===== src/rtl/decoder_scan_nx_if.sv =====
// Bus bundle for decoder_scan_nx: the decode/scan request inputs and the registered line outputs.
interface decoder_scan_nx_if #(
  parameter int SEL_W   = 2,
  parameter int DWELL_W = 4
);
  localparam int OUT_W = 1 << SEL_W;

  logic               en;
  logic               mode;
  logic [SEL_W-1:0]   sel;
  logic               in_valid;
  logic               start;
  logic [DWELL_W-1:0] dwell;
  logic [OUT_W-1:0]   y;
  logic               y_valid;
  logic [SEL_W-1:0]   idx;
  logic               busy;
  logic               done;

  modport master (
    output en, mode, sel, in_valid, start, dwell,
    input  y, y_valid, idx, busy, done
  );

  modport slave (
    input  en, mode, sel, in_valid, start, dwell,
    output y, y_valid, idx, busy, done
  );
endinterface


===== src/rtl/decoder_scan_nx.sv =====
// Registered SEL_W-to-2^SEL_W one-hot decoder with an auto-scan sequencer
// that walks one active line across all outputs, each held for dwell+1 cycles.

// One output line: owns its own flop so y never glitches between states.
module decoder_scan_nx_lane #(
  parameter int SEL_W      = 2,
  parameter int LANE       = 0,
  parameter bit ACTIVE_LOW = 1'b0
) (
  input  logic             i_clk,
  input  logic             i_rst_n,
  input  logic             i_act,
  input  logic [SEL_W-1:0] i_idx,
  output logic             o_y
);
  logic w_hot;
  logic r_y;

  assign w_hot = i_act && (i_idx == SEL_W'(LANE));

  always_ff @(posedge i_clk) begin
    if (!i_rst_n) r_y <= ACTIVE_LOW;
    else          r_y <= w_hot ^ ACTIVE_LOW;
  end

  assign o_y = r_y;
endmodule

module decoder_scan_nx #(
  parameter int SEL_W      = 2,
  parameter int DWELL_W    = 4,
  parameter bit ACTIVE_LOW = 1'b0
) (
  input  logic                 i_clk,
  input  logic                 i_rst_n,
  decoder_scan_nx_if.slave     bus
);
  localparam int OUT_W = 1 << SEL_W;
  localparam logic [SEL_W-1:0] LAST_IDX = SEL_W'(OUT_W - 1);

  typedef enum logic {S_IDLE, S_SCAN} state_t;

  state_t             r_state, w_state_nxt;
  logic [DWELL_W-1:0] r_cnt,   w_cnt_nxt;
  logic [DWELL_W-1:0] r_d,     w_d_nxt;
  logic [SEL_W-1:0]   r_idx,   w_idx_nxt;
  logic               r_act,   w_act_nxt;
  logic               r_yv,    w_yv_nxt;
  logic               r_done,  w_done_nxt;
  logic [OUT_W-1:0]   w_y;

  always_ff @(posedge i_clk) begin
    if (!i_rst_n) begin
      r_state <= S_IDLE;
      r_cnt   <= '0;
      r_d     <= '0;
      r_idx   <= '0;
      r_act   <= 1'b0;
      r_yv    <= 1'b0;
      r_done  <= 1'b0;
    end else begin
      r_state <= w_state_nxt;
      r_cnt   <= w_cnt_nxt;
      r_d     <= w_d_nxt;
      r_idx   <= w_idx_nxt;
      r_act   <= w_act_nxt;
      r_yv    <= w_yv_nxt;
      r_done  <= w_done_nxt;
    end
  end

  always_comb begin
    w_state_nxt = r_state;
    w_cnt_nxt   = r_cnt;
    w_d_nxt     = r_d;
    w_idx_nxt   = r_idx;
    w_act_nxt   = r_act;
    w_yv_nxt    = 1'b0;
    w_done_nxt  = 1'b0;
    if (!bus.en) begin
      // abort wins over a completion landing in the same cycle
      w_state_nxt = S_IDLE;
      w_cnt_nxt   = '0;
      w_idx_nxt   = '0;
      w_act_nxt   = 1'b0;
    end else begin
      unique case (r_state)
        S_IDLE: begin
          if (!bus.mode && bus.in_valid) begin
            w_idx_nxt = bus.sel;
            w_act_nxt = 1'b1;
            w_yv_nxt  = 1'b1;
          end else if (bus.mode && bus.start) begin
            w_state_nxt = S_SCAN;
            w_d_nxt     = bus.dwell;
            w_cnt_nxt   = '0;
            w_idx_nxt   = '0;
            w_act_nxt   = 1'b1;
          end
        end
        S_SCAN: begin
          if (r_cnt == r_d) begin
            w_cnt_nxt = '0;
            if (r_idx == LAST_IDX) begin
              w_state_nxt = S_IDLE;
              w_idx_nxt   = '0;
              w_act_nxt   = 1'b0;
              w_done_nxt  = 1'b1;
            end else begin
              w_idx_nxt = r_idx + 1'b1;
            end
          end else begin
            w_cnt_nxt = r_cnt + 1'b1;
          end
        end
        default: w_state_nxt = S_IDLE;
      endcase
    end
  end

  // Each lane registers its bit from the next-state index, keeping y aligned with idx.
  for (genvar g = 0; g < OUT_W; g++) begin : g_lane
    decoder_scan_nx_lane #(
      .SEL_W      (SEL_W),
      .LANE       (g),
      .ACTIVE_LOW (ACTIVE_LOW)
    ) u_lane (
      .i_clk   (i_clk),
      .i_rst_n (i_rst_n),
      .i_act   (w_act_nxt),
      .i_idx   (w_idx_nxt),
      .o_y     (w_y[g])
    );
  end

  assign bus.y       = w_y;
  assign bus.y_valid = r_yv;
  assign bus.idx     = r_idx;
  assign bus.busy    = (r_state == S_SCAN);
  assign bus.done    = r_done;
endmodule


===== src/flat_wrapper.sv =====
// flat-port wrapper written by rule: the top's interface ports become plain ports
module decoder_scan_nx_flat 
#(
  parameter int SEL_W      = 2,
  parameter int DWELL_W    = 4,
  parameter bit ACTIVE_LOW = 1'b0
)
  (i_clk, i_rst_n, bus_en, bus_mode, bus_sel, bus_in_valid, bus_start, bus_dwell, bus_y, bus_y_valid, bus_idx, bus_busy, bus_done);
  decoder_scan_nx_if #(.SEL_W(SEL_W), .DWELL_W(DWELL_W)) bus_i ();
  input  logic i_clk;
  input  logic i_rst_n;
  input wire logic [$bits(bus_i.en)-1:0] bus_en;
  input wire logic [$bits(bus_i.mode)-1:0] bus_mode;
  input wire logic [$bits(bus_i.sel)-1:0] bus_sel;
  input wire logic [$bits(bus_i.in_valid)-1:0] bus_in_valid;
  input wire logic [$bits(bus_i.start)-1:0] bus_start;
  input wire logic [$bits(bus_i.dwell)-1:0] bus_dwell;
  output wire logic [$bits(bus_i.y)-1:0] bus_y;
  output wire logic [$bits(bus_i.y_valid)-1:0] bus_y_valid;
  output wire logic [$bits(bus_i.idx)-1:0] bus_idx;
  output wire logic [$bits(bus_i.busy)-1:0] bus_busy;
  output wire logic [$bits(bus_i.done)-1:0] bus_done;
  assign bus_i.en = bus_en;
  assign bus_i.mode = bus_mode;
  assign bus_i.sel = bus_sel;
  assign bus_i.in_valid = bus_in_valid;
  assign bus_i.start = bus_start;
  assign bus_i.dwell = bus_dwell;
  assign bus_y = bus_i.y;
  assign bus_y_valid = bus_i.y_valid;
  assign bus_idx = bus_i.idx;
  assign bus_busy = bus_i.busy;
  assign bus_done = bus_i.done;
  decoder_scan_nx #(.SEL_W(SEL_W), .DWELL_W(DWELL_W), .ACTIVE_LOW(ACTIVE_LOW)) u_core (.i_clk(i_clk), .i_rst_n(i_rst_n), .bus(bus_i));
endmodule

===== config.mk =====
export PLATFORM = sky130hd
export DESIGN_NAME = decoder_scan_nx_flat
export DESIGN_NICKNAME = d
export VERILOG_FILES = /design/src/rtl/decoder_scan_nx_if.sv /design/src/rtl/decoder_scan_nx.sv /design/src/flat_wrapper.sv
export SDC_FILE = /design/constraint.sdc
export NUM_CORES = 1
export LEC_CHECK = 0
export CAP_MARGIN = 20
export CORE_ASPECT_RATIO = 1.5
export CORE_MARGIN = 2
export CORE_UTILIZATION = 43
export CTS_CLUSTER_SIZE = 30
export DETAILED_ROUTE_END_ITERATION = 6
export PLACE_DENSITY = 0.76
export SYNTH_ARGS = -nofsm -noshare
export SYNTH_HDL_FRONTEND = slang
export SYNTH_SLANG_ARGS = --single-unit

===== constraint.sdc =====
create_clock -name i_clk -period 1.73 [get_ports i_clk]
set_clock_uncertainty 0.1 [all_clocks]
set_input_delay 0.346 -clock i_clk [delete_from_list [all_inputs] [get_ports i_clk]]
set_output_delay 0.346 -clock i_clk [all_outputs]
set_load 0.005 [all_outputs]

==> results_dict.tcl <==
# metrics dict for downstream scripts
set metrics [dict create \
    crit_fanout 6 \
    cellPowerDensity_nw_per_um2 587 \
    wire_per_inst_um 17.1 \
    antenna_found_initial 0 \
    slew_headroom 0.644 \
    violations "setup timing" \
    cts_max_level 1 \
    layout.cells.most_common "clkdlybuf4s50_1" \
    setup_violations 8 \
    layout.nets 135 \
    startpoint "u_core.r_d[1]" \
    fill_cells 169 \
    fin_ws_ns -0.153 \
    ant_nets 0 \
    log.warning_count 29 \
    die_area_um2 2420 \
    drc 0 \
    ys_seq_share 0.412 \
    clk_pin_slew_ns 0.10 \
    maxSlewViolCount 0 \
    top_logic_kind "AND-OR/OR-AND gates" \
    status "finished with violations" \
    dr.pass1.iters 4 \
    grt_util_all_layers 0.215 \
]
-- synth_stat cells (2+ instances only) --
cell | count | area, um^2
a2111oi_2 | 2 | 30.0
a21oi_1 | 2 | 10.0
a221oi_1 | 3 | 26.3
a311oi_1 | 2 | 17.5
buf_4 | 4 | 30.0
dfxtp_1 | 18 | 360
ha_1 | 2 | 25.0
mux2i_1 | 6 | 60.1
nand2_1 | 4 | 15.0
nand2b_1 | 2 | 12.5
nand3_1 | 2 | 10.0
nor2_1 | 3 | 11.3
nor2b_1 | 8 | 50.1
nor3b_1 | 2 | 15.0
o41ai_1 | 2 | 17.5
xor2_1 | 4 | 35.0
-- where the power goes --
part	switching (W)	internal, W
sequential	0.00000914	0.000425
combinational	0.0000712	0.0000817
clock	0.000132	0.0000815
total	0.000212	0.000588
-- routing by layer --
layer,vias to the layer above,wire length [um],global-route usage
li1,390,-,-
met5,-,0,0
met3,11,72,0.0226
met1,384,855,0.219
met4,0,111,0.148
met2,31,1380,0.375
-- sequential cells by signal, indices dropped and copies added, names as in the netlist --
signal,count
u_core.bus.done,1
u_core.bus.busy,1
u_core.bus.y_valid,1
u_core.bus.idx,2
u_core.r_act,1
u_core.g_lane.u_lane.o_y,4
u_core.r_cnt,4
u_core.r_d,4
-- cell families (layout without fill, tap and decap cells) --
group,after synthesis,in the layout
xor gates and xnor gates,4,4
adders and majority gates,2,2
and+or+nand+nor,26,26
DFF,18,18
buffers and inverters,7,41
muxes,6,6
AOI/OAI and AO/OA,22,22
-- layout make-up --
type                            instances  area, um^2  area share
Clock buffer                            3        22.5      0.0165
Inverter                                1        3.75     0.00275
Multi-Input combinational cell         60         611       0.448
Timing Repair Buffer                   37         330       0.242
Tap cell                               22        27.5      0.0202
Sequential cell                        18         369       0.271
-- stage by stage --
| step | power [W] | std cells | setup TNS, ns | setup slack (ns) |
|---|---|---|---|---|
| 6_report | 0.000800 | 141 | -0.765 | -0.153 |
| 5_1_grt | 0.000829 | 141 | -1.24 | -0.208 |
| 4_1_cts | 0.000778 | 139 | -0.438 | -0.126 |
| 3_5_place_dp | 0.000561 | 136 | -1.80 | -0.354 |
| 3_3_place_gp | 0.000559 | 136 | -1.55 | -0.247 |
| 2_1_floorplan | 0.000500 | 85 | -0.343 | -0.110 |
-- timing repair --
item,4_1_cts,5_1_grt
gates resized,10,13
pin swaps,4,9
setup buffers,0,2
endpoints found under the setup margin,10,10
-- worst max-delay path, delay by kind of cell, from the launching register on --
family	cells	cell delay [ns]
AOI/OAI and AO/OA	2	0.53
xor gates and xnor gates	1	0.17
DFF	1	0.34
and+or+nand+nor	1	0.60
-- final timing paths --
check | to | slack, ns | depth (start not counted)
setup / recovery | u_core.g_lane[1].u_lane.o_y | -0.15 | 4
hold / removal | u_core.bus.y_valid | 0.39 | 3
hold reg to reg | u_core.r_d[2] | 0.43 | 2
setup reg to reg | u_core.g_lane[1].u_lane.o_y | -0.15 | 4
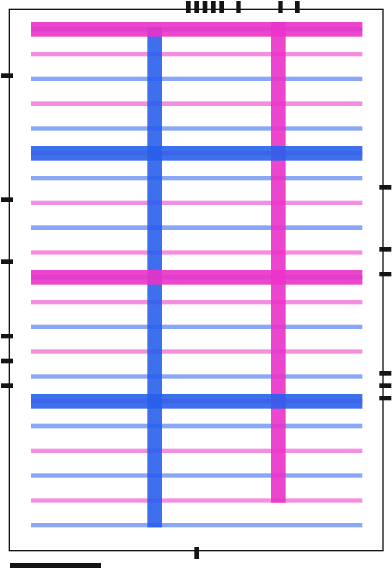
(PDN straps and rails)
Bar = 10 um. Pins as bars on the die edge.
| net | color |
|---|---|
| VDD | magenta |
| VSS | blue |
rows: 20
signal pins: 21
met5 straps: 4
met4 straps: 2
die height: 59.2 um
Core Area: 1980 um^2
worst vdd ir: 444 uV
width of the chip: 40.8 um

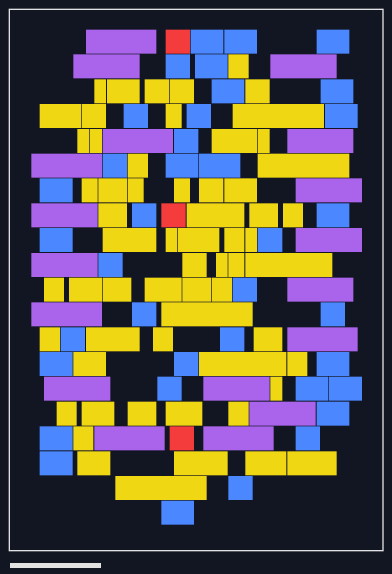
(cell classes on the final placement)
Bar = 10 um.
| class | color | cells |
|---|---|---|
| other buffers and delay cells | blue | 37 |
| flops | purple | 18 |
| combinational and other logic | yellow | 61 |
| clock drivers | red | 3 |
num rows: 20
sequential share of cell area: 0.271
end-of-flow core utilization: 0.690

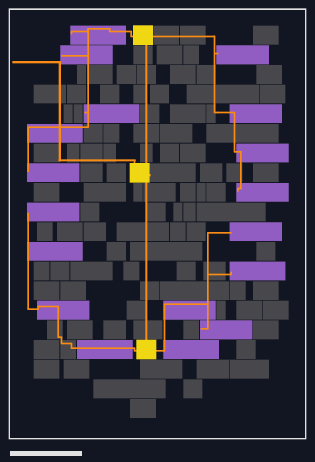
(clock network drawn from the DEF)
Bar = 10 um.
[flip-flops] purple | count: 18
[clock drivers] yellow | count: 3
[clock wires] orange | length: 230 um
flops lie: spread over the die
clock share of power: 0.266
P_clk: 0.000213 W

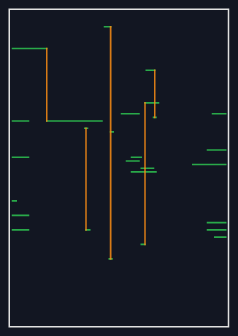
(routed metal, one color a layer)
Only two layers are drawn.
| layer | color | wire length |
|---|---|---|
| metal 4 | orange | 112 um |
| metal 3 | green | 72.1 um |

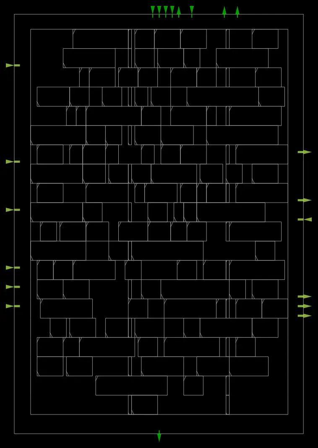
(cell placement)
Seq cells: 18
# Taps: 22
fin cells: 141

No activity file was given, so power comes from the tool's default toggle rates.
